## config.mk

```make
export PLATFORM = sky130hd
export DESIGN_NAME = ps2_host_tx_flat
export DESIGN_NICKNAME = d
export VERILOG_FILES = /design/src/rtl/ps2_pkg.sv /design/src/rtl/ps2_host_tx_if.sv /design/src/rtl/ps2_line_filter.sv /design/src/rtl/ps2_host_tx.sv /design/src/flat_wrapper.sv
export SDC_FILE = /design/constraint.sdc
export NUM_CORES = 1
export LEC_CHECK = 0
export ABC_CLOCK_PERIOD_IN_PS = 7060
export CORE_ASPECT_RATIO = 2
export CORE_MARGIN = 2
export CORE_UTILIZATION = 55
export DETAILED_ROUTE_END_ITERATION = 7
export GPL_TIMING_DRIVEN = 0
export PLACE_DENSITY = 0.82
export SLEW_MARGIN = 40
export SYNTH_ARGS = -nofsm -noshare
export SYNTH_HDL_FRONTEND = slang
export SYNTH_SLANG_ARGS = --single-unit
```

## constraint.sdc

```tcl
create_clock -name clk -period 7.06 [get_ports clk]
set_clock_uncertainty 0.05 [all_clocks]
set_input_delay 1.412 -clock clk [delete_from_list [all_inputs] [get_ports clk]]
set_output_delay 1.412 -clock clk [all_outputs]
set_load 0.02 [all_outputs]
```

## src/rtl/ps2_pkg.sv

```systemverilog
`default_nettype none
// ============================================================================
// Module      : ps2_pkg
// Description : Shared PS/2 types and command/response byte constants.
// Revision    : 1.0 - initial release
// ============================================================================
package ps2_pkg;

    typedef enum logic [2:0] {
        IDLE      = 3'd0,
        INHIBIT   = 3'd1,
        RTS       = 3'd2,
        WAIT_EDGE = 3'd3,
        DATA      = 3'd4,
        ACK       = 3'd5,
        WAIT_IDLE = 3'd6
    } ps2_state_e;

    localparam logic [7:0] CMD_SET_LED = 8'hED;
    localparam logic [7:0] CMD_RESET   = 8'hFF;
    localparam logic [7:0] CMD_ENABLE  = 8'hF4;
    localparam logic [7:0] RSP_ACK     = 8'hFA;
    localparam logic [7:0] RSP_BAT_OK  = 8'hAA;
    localparam logic [7:0] BREAK_PFX   = 8'hF0;

    function automatic logic odd_parity(input logic [7:0] d);
        return ~^d;
    endfunction

endpackage
`default_nettype wire

```

## src/rtl/ps2_host_tx_if.sv

```systemverilog
`default_nettype none
// ============================================================================
// Module      : ps2_host_tx_if
// Description : Command handshake and open-drain PS/2 line bundle.
// Revision    : 1.0 - initial release
// ============================================================================
interface ps2_host_tx_if;
    logic [7:0] tx_data;
    logic       tx_valid;
    logic       tx_ready;
    logic       busy;
    logic       ps2_clk_in;
    logic       ps2_data_in;
    logic       ps2_clk_oe;
    logic       ps2_data_oe;
    logic       tx_done;
    logic       tx_err;

    modport slave (
        input  tx_data, tx_valid, ps2_clk_in, ps2_data_in,
        output tx_ready, busy, ps2_clk_oe, ps2_data_oe, tx_done, tx_err
    );

    modport master (
        output tx_data, tx_valid, ps2_clk_in, ps2_data_in,
        input  tx_ready, busy, ps2_clk_oe, ps2_data_oe, tx_done, tx_err
    );
endinterface
`default_nettype wire

```

## src/rtl/ps2_line_filter.sv

```systemverilog
`default_nettype none
// ============================================================================
// Module      : ps2_line_filter
// Description : 2-FF synchroniser, FILTER_LEN-sample debounce, fall strobe.
// Revision    : 1.0 - initial release
// ============================================================================
module ps2_line_filter #(
    parameter int FILTER_LEN = 8
) (
    input  logic clk,
    input  logic rst,
    input  logic line_i,
    output logic level_o,
    output logic fall_o
);
    localparam int CW = $clog2(FILTER_LEN + 1);

    logic          meta_q, sync_q, level_q, fall_q;
    logic [CW-1:0] cnt_q;

    // Synchroniser and filtered level idle high so reset never produces a fall.
    always_ff @(posedge clk) begin
        if (rst) begin
            meta_q  <= 1'b1;
            sync_q  <= 1'b1;
            level_q <= 1'b1;
            fall_q  <= 1'b0;
            cnt_q   <= '0;
        end else begin
            meta_q <= line_i;
            sync_q <= meta_q;
            fall_q <= 1'b0;
            if (sync_q == level_q) begin
                cnt_q <= '0;
            end else if (cnt_q == CW'(FILTER_LEN - 1)) begin
                level_q <= sync_q;
                fall_q  <= level_q;
                cnt_q   <= '0;
            end else begin
                cnt_q <= cnt_q + 1'b1;
            end
        end
    end

    assign level_o = level_q;
    assign fall_o  = fall_q;
endmodule
`default_nettype wire

```

## src/rtl/ps2_host_tx.sv

```systemverilog
`default_nettype none
// ============================================================================
// Module      : ps2_host_tx
// Description : PS/2 host-to-device command transmitter with ACK check.
// Revision    : 1.0 - initial release
// ============================================================================
module ps2_host_tx
    import ps2_pkg::*;
#(
    parameter int INHIBIT_CYCLES = 6500,
    parameter int TIMEOUT_CYCLES = 130000,
    parameter int FILTER_LEN     = 8
) (
    input  logic          clk,
    input  logic          rst,
    ps2_host_tx_if.slave  bus
);
    localparam int IW = $clog2(INHIBIT_CYCLES + 1);
    localparam int TW = $clog2(TIMEOUT_CYCLES + 1);

    ps2_state_e    state_q, state_d;
    logic [7:0]    data_q, data_d;
    logic          par_q, par_d;
    logic [3:0]    bit_q, bit_d;
    logic [IW-1:0] inh_q, inh_d;
    logic [TW-1:0] tmo_q, tmo_d;
    logic          drv_q, drv_d;
    logic          ok_q, ok_d;
    logic          done_q, done_d;
    logic          err_q, err_d;
    logic          dmeta_q, dsync_q;
    logic          clk_level, clk_fall, timed;

    ps2_line_filter #(.FILTER_LEN(FILTER_LEN)) u_clk_filter (
        .clk     (clk),
        .rst     (rst),
        .line_i  (bus.ps2_clk_in),
        .level_o (clk_level),
        .fall_o  (clk_fall)
    );

    always_ff @(posedge clk) begin
        if (rst) begin
            state_q <= IDLE;
            data_q  <= '0;
            par_q   <= 1'b0;
            bit_q   <= '0;
            inh_q   <= '0;
            tmo_q   <= '0;
            drv_q   <= 1'b0;
            ok_q    <= 1'b0;
            done_q  <= 1'b0;
            err_q   <= 1'b0;
            dmeta_q <= 1'b1;
            dsync_q <= 1'b1;
        end else begin
            state_q <= state_d;
            data_q  <= data_d;
            par_q   <= par_d;
            bit_q   <= bit_d;
            inh_q   <= inh_d;
            tmo_q   <= tmo_d;
            drv_q   <= drv_d;
            ok_q    <= ok_d;
            done_q  <= done_d;
            err_q   <= err_d;
            dmeta_q <= bus.ps2_data_in;
            dsync_q <= dmeta_q;
        end
    end

    assign timed = (state_q inside {WAIT_EDGE, DATA, ACK, WAIT_IDLE});

    always_comb begin
        state_d = state_q;
        data_d  = data_q;
        par_d   = par_q;
        bit_d   = bit_q;
        inh_d   = inh_q;
        drv_d   = drv_q;
        ok_d    = ok_q;
        done_d  = 1'b0;
        err_d   = 1'b0;
        tmo_d   = (timed && tmo_q != TW'(TIMEOUT_CYCLES)) ? tmo_q + 1'b1 : tmo_q;

        case (state_q)
            IDLE: begin
                if (bus.tx_valid) begin
                    data_d  = bus.tx_data;
                    par_d   = odd_parity(bus.tx_data);
                    bit_d   = '0;
                    inh_d   = '0;
                    tmo_d   = '0;
                    ok_d    = 1'b0;
                    drv_d   = 1'b0;
                    state_d = INHIBIT;
                end
            end
            INHIBIT: begin
                if (inh_q == IW'(INHIBIT_CYCLES - 1)) state_d = RTS;
                else                                  inh_d   = inh_q + 1'b1;
            end
            RTS: begin
                tmo_d   = '0;
                state_d = WAIT_EDGE;
            end
            WAIT_EDGE: begin
                if (clk_fall) begin
                    bit_d   = 4'd1;
                    drv_d   = ~data_q[0];
                    state_d = DATA;
                end
            end
            DATA: begin
                // bit_q holds the number of falls seen so far (1..9)
                if (clk_fall) begin
                    bit_d = bit_q + 4'd1;
                    if (bit_q < 4'd8) begin
                        drv_d = ~data_q[bit_q[2:0]];
                    end else if (bit_q == 4'd8) begin
                        drv_d = ~par_q;
                    end else begin
                        drv_d   = 1'b0;
                        state_d = ACK;
                    end
                end
            end
            ACK: begin
                if (clk_fall) begin
                    bit_d   = 4'd11;
                    ok_d    = ~dsync_q;
                    state_d = WAIT_IDLE;
                end
            end
            WAIT_IDLE: begin
                if (clk_level && dsync_q) begin
                    done_d  = ok_q;
                    err_d   = ~ok_q;
                    state_d = IDLE;
                end
            end
            default: state_d = IDLE;
        endcase

        // Timeout overrides whatever the frame logic decided this cycle.
        if (timed && tmo_d == TW'(TIMEOUT_CYCLES)) begin
            done_d  = 1'b0;
            err_d   = 1'b1;
            drv_d   = 1'b0;
            state_d = IDLE;
        end
    end

    assign bus.tx_ready    = (state_q == IDLE);
    assign bus.busy        = (state_q != IDLE);
    assign bus.ps2_clk_oe  = (state_q == INHIBIT) || (state_q == RTS);
    assign bus.ps2_data_oe = (state_q == RTS) || (state_q == WAIT_EDGE) ||
                             ((state_q == DATA) && drv_q);
    assign bus.tx_done     = done_q;
    assign bus.tx_err      = err_q;
endmodule
`default_nettype wire

```

## src/flat_wrapper.sv

```systemverilog
// flat-port wrapper written by rule: the top's interface ports become plain ports
module ps2_host_tx_flat import ps2_pkg::*;
#(
    parameter int INHIBIT_CYCLES = 6500,
    parameter int TIMEOUT_CYCLES = 130000,
    parameter int FILTER_LEN     = 8
)
  (clk, rst, bus_tx_data, bus_tx_valid, bus_ps2_clk_in, bus_ps2_data_in, bus_tx_ready, bus_busy, bus_ps2_clk_oe, bus_ps2_data_oe, bus_tx_done, bus_tx_err);
  ps2_host_tx_if bus_i ();
  input  logic clk;
  input  logic rst;
  input wire logic [$bits(bus_i.tx_data)-1:0] bus_tx_data;
  input wire logic [$bits(bus_i.tx_valid)-1:0] bus_tx_valid;
  input wire logic [$bits(bus_i.ps2_clk_in)-1:0] bus_ps2_clk_in;
  input wire logic [$bits(bus_i.ps2_data_in)-1:0] bus_ps2_data_in;
  output wire logic [$bits(bus_i.tx_ready)-1:0] bus_tx_ready;
  output wire logic [$bits(bus_i.busy)-1:0] bus_busy;
  output wire logic [$bits(bus_i.ps2_clk_oe)-1:0] bus_ps2_clk_oe;
  output wire logic [$bits(bus_i.ps2_data_oe)-1:0] bus_ps2_data_oe;
  output wire logic [$bits(bus_i.tx_done)-1:0] bus_tx_done;
  output wire logic [$bits(bus_i.tx_err)-1:0] bus_tx_err;
  assign bus_i.tx_data = bus_tx_data;
  assign bus_i.tx_valid = bus_tx_valid;
  assign bus_i.ps2_clk_in = bus_ps2_clk_in;
  assign bus_i.ps2_data_in = bus_ps2_data_in;
  assign bus_tx_ready = bus_i.tx_ready;
  assign bus_busy = bus_i.busy;
  assign bus_ps2_clk_oe = bus_i.ps2_clk_oe;
  assign bus_ps2_data_oe = bus_i.ps2_data_oe;
  assign bus_tx_done = bus_i.tx_done;
  assign bus_tx_err = bus_i.tx_err;
  ps2_host_tx #(.INHIBIT_CYCLES(INHIBIT_CYCLES), .TIMEOUT_CYCLES(TIMEOUT_CYCLES), .FILTER_LEN(FILTER_LEN)) u_core (.clk(clk), .rst(rst), .bus(bus_i));
endmodule
```

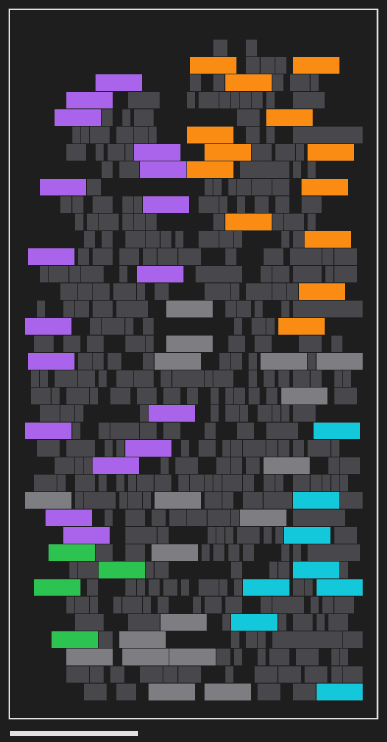
(images/flops_by_reg.png)
Scale bar: 20 um. Other sequential cells in the stronger gray, the rest of the logic in the fainter gray.
netlist name	color	flops
u_core.data_q	cyan	8
u_core.u_clk_filter.cnt_q	green	4
u_core.tmo_q	purple	17
u_core.inh_q	orange	13
utilization after layout: 66.22%
sequential logic power: 372 uW
register cell area after layout: 1201 sq um

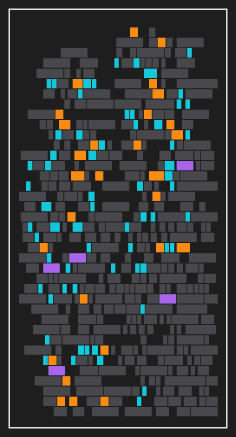
(images/logic_types.png)
family	color	cells	most used
AND and OR gates	orange	28	or3_1
NOR gates	cyan	64	nor2_1
adder and majority cells	purple	5	ha_1
top logic cell by instance count in the layout: sky130_fd_sc_hd__dfxtp_1
share of the final layout cell area in multi-input gates: 49.31%

==> notes.md <==
Physical implementation status

The floorplan-stage core utilization stands at 57.21%. The number of enable flip-flop cells stands at 0. The H-tree depth stands at 3. Cell internal power was estimated by the tool at 702.2 uW. The synthesized netlist cell count stands at between 300 and 400. The flow ran to the end, and the final reports show no timing, DRC or antenna violations.

The power share of the sequential group stands at roughly 37%. The first-pass detailed-route iteration total stands at 4. The total number of clock tree sinks stands at 60. STA classifies the critical path endpoint as an output pin.

The final-report hold violation count stands at 0. The endpoint required time on the critical path stands at 5.60 ns. The pin count of the biggest net entering global routing stands at 11. The maximum ir drop on the vdd rail stands at between 300 and 400 uV. The overall power after layout stands at 1.002 mW.

After layout, the worst path uses roughly 55% of the clock period. Per the timing report, the biggest fanout along the worst path comes to 10. The total number of placement rows stands at 38.

Looking at the post-CTS report, the setup buffer insertion count equals 0. The area of the mapped netlist stands at 3128 sq um. TritonCTS built the clock tree.

The post-route worst setup slack stands at 3.184 ns. The congestion estimate from routability-driven global placement came to 0.9263. The area fraction in xor and xnor cells stands at under 10%.

For the pin with the worst max-slew slack, the measured transition is 0.6687 ns. After Yosys synthesis, and, or, nand and nor cells account for about a quarter of the synthesized area. The worst-case reg-to-reg setup slack stands at 4.27 ns. At floorplan, the net count of the design was reported as 397. The chip occupies 6343 sq um. The antenna diode count stands at 0. The finished design was reported to have a net count of approximately 430. The synthesis log from Yosys contains 0 warnings.

Clock tree synthesis inserted a total of 9 buffers. The routed length on met3 stands at ~270 um. Warnings raised by the tools during the run amount to 27. Among all flip-flop cells after synthesis, the most frequent one is sky130_fd_sc_hd__dfxtp_1. The static power due to leakage stands at 1.281 nW. The remaining antenna violation count after routing stands at 0. For this run, the chip area from Yosys synthesis comes to 3128 sq um. The post-CTS hold buffer count recorded in the log is 0. In the global route stage, overall resource usage came out at 24.05%. The post-place setup slack stands at approximately 3.5 ns. The via count of the first global-routing pass stands at 2775. The clock network is responsible for between 30% and 40% of the overall power. The aoi/oai-family share of the synthesized area stands at 16.88%. The power share of the combinational group stands at 25.3%.

The post-route cell area stands at 3621 sq um. The via density per instance stands at 5.943. STA shows the worst reg2reg path with a cell count of 9. In the detailed route, the total length drawn on met2 is roughly 3.9 mm. The switching share of power stands at between 20% and 30%.

The number of cells on the worst hold path is listed as 1. According to the timing report, the arrival time at the worst endpoint equals around 2.4 ns. For this run, the number of standard cells in the final layout without fillers is 472. The final timing report lists a max-slew violation count of 0.

Setup repair after global routing left no endpoint under its margin. The count of endpoints failing setup in the final report stands at 0. For this block, the via count after detailed routing is 2805. The biggest slice of the total power is consumed by the clock network.

The cell total in the yosys stat output stands at 379. The standard cell core area stands at 5468 sq um. The tree is rooted in a sky130_fd_sc_hd__clkbuf_8. The post-synthesis average cell area stands at 8.253 sq um.

After synthesis, the share of cell area in mux cells is between 3 and 4%. The routed wire length stands at about 7.1 mm. Per the placement report, the placed cell count is 457.

After layout, the minimum clock period comes to 3.876 ns. The fraction of final layout cells sized beyond drive strength 1 stands at 8.252%.
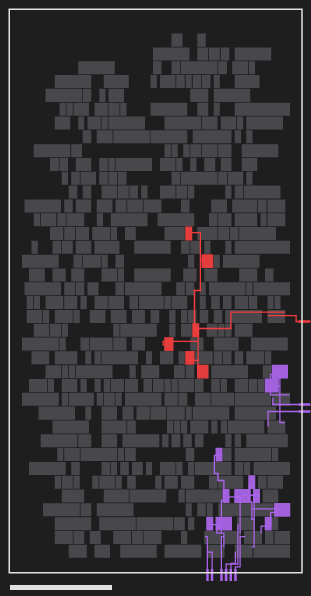
(images/io_fan.png)
Scale bar: 20 um.
port	color	bits	direction	edge	end cells	wire
bus_tx_valid	red	1	input	right	6	69.7 um
bus_tx_data	purple	8	input	6 bottom, 2 right	12	153 um
I/O pin total: 19
count of port buffers added during placement: 18

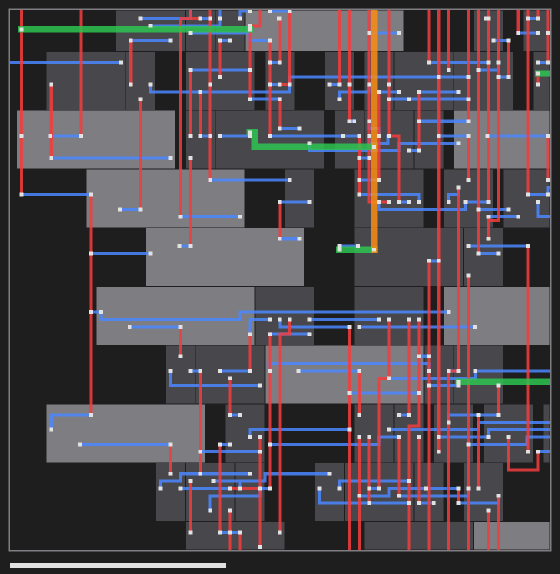
(images/detail.png)
Scale bar: 10 um. Window x 2 to 27, y 15 to 40 um. Cells in gray, sequential cells in the stronger gray; small squares are vias.
layer	color
metal 1	blue
metal 3	green
metal 4	orange
metal 2	red
most frequent	dfxtp_1 (9), nor2_1 (8), clkbuf_1 (4)
cells with their middle in the window	50
sequential cells in the window	9
netlist names of flops here include	u_core.tmo_q (3), u_core.u_clk_filter.cnt_q (3)

## critical path, stage by stage, from the launching register on
cell and delay (ns):
sky130_fd_sc_hd__dfxtp_1 0.31, sky130_fd_sc_hd__buf_4 0.14, sky130_fd_sc_hd__clkbuf_1 0.34, sky130_fd_sc_hd__buf_1 0.39
sky130_fd_sc_hd__nand4b_1 0.14, sky130_fd_sc_hd__o21ai_0 0.10, sky130_fd_sc_hd__clkdlybuf4s50_1 0.65
## area by class of cell
type | count | area [sq um]
clock buffers | 10 | 137.6
inverters | 12 | 45.04
clock inverters | 5 | 100.1
plain buffers | 21 | 96.34
flip-flops and latches | 60 | 1201
well taps | 60 | 75.07
repair buffers | 18 | 180.2
fillers | 477 | 1847
multi-input cells | 286 | 1785
## cell families after synthesis
kind of cell | count (synthesis)
buffers and inverters | 33
xor gates and xnor gates | 31
and+or+nand+nor | 160
DFF | 60
muxes | 8
AOI/OAI and AO/OA | 82
adders and majority gates | 5
## layer usage
layer	vias to the layer above	GRT usage (%)
met2	66	43.98
met3	30	4.667
met5	-	0
met1	1320	23.75
met4	0	14.26
li1	1389	-
## layout by cell type, fill, tap and decap left out, types with 4 or more instances in the layout
master / n
sky130_fd_sc_hd__dfxtp_1: 60
sky130_fd_sc_hd__nand2_1: 43
sky130_fd_sc_hd__nor2_1: 42
sky130_fd_sc_hd__a21oi_1: 34
sky130_fd_sc_hd__xnor2_1: 22
sky130_fd_sc_hd__clkdlybuf4s50_1: 18
sky130_fd_sc_hd__clkbuf_1: 15
sky130_fd_sc_hd__nor3_1: 13
sky130_fd_sc_hd__o21ai_0: 13
sky130_fd_sc_hd__inv_1: 12
sky130_fd_sc_hd__nand3_1: 10
sky130_fd_sc_hd__clkbuf_8: 10
sky130_fd_sc_hd__xor2_1: 9
sky130_fd_sc_hd__or3_1: 8
sky130_fd_sc_hd__nand2b_1: 6
sky130_fd_sc_hd__mux2i_1: 6
sky130_fd_sc_hd__or2_2: 5
sky130_fd_sc_hd__a211oi_1: 5
sky130_fd_sc_hd__ha_1: 5
sky130_fd_sc_hd__and3_1: 4
sky130_fd_sc_hd__nor3b_1: 4
sky130_fd_sc_hd__a211o_1: 4
sky130_fd_sc_hd__a21o_1: 4
## flip-flops by register name, summed over array words and instances, names as in the netlist, 3 cells and up
signal	flops
u_core.state_q	3
u_core.tmo_q	17
u_core.u_clk_filter.cnt_q	4
u_core.bit_q	4
u_core.data_q	8
u_core.inh_q	13
## Yosys cell counts (all sizes together), types with 6 or more instances
cell type | number | share of area [%]
dfxtp | 60 | 38
nor3 | 13 | 2.1
xor2 | 9 | 2.5
nor2 | 43 | 5.2
nand2b | 6 | 1.2
inv | 12 | 1.4
xnor2 | 22 | 6.2
a21oi | 34 | 5.4
buf | 6 | 1.3
mux2i | 6 | 1.9
o21ai | 13 | 2.1
clkbuf | 15 | 1.8
nand3 | 11 | 1.9
or3 | 8 | 1.6
nand2 | 43 | 5.2
## worst paths after layout
kind                           from                 to
hold / removal       u_core.dmeta_q     u_core.dsync_q
hold reg to reg      u_core.dmeta_q     u_core.dsync_q
setup reg to reg    u_core.tmo_q[0]  u_core.state_q[0]
setup / recovery  u_core.state_q[2]    bus_ps2_data_oe
Power is estimated from default activity; no workload was simulated.
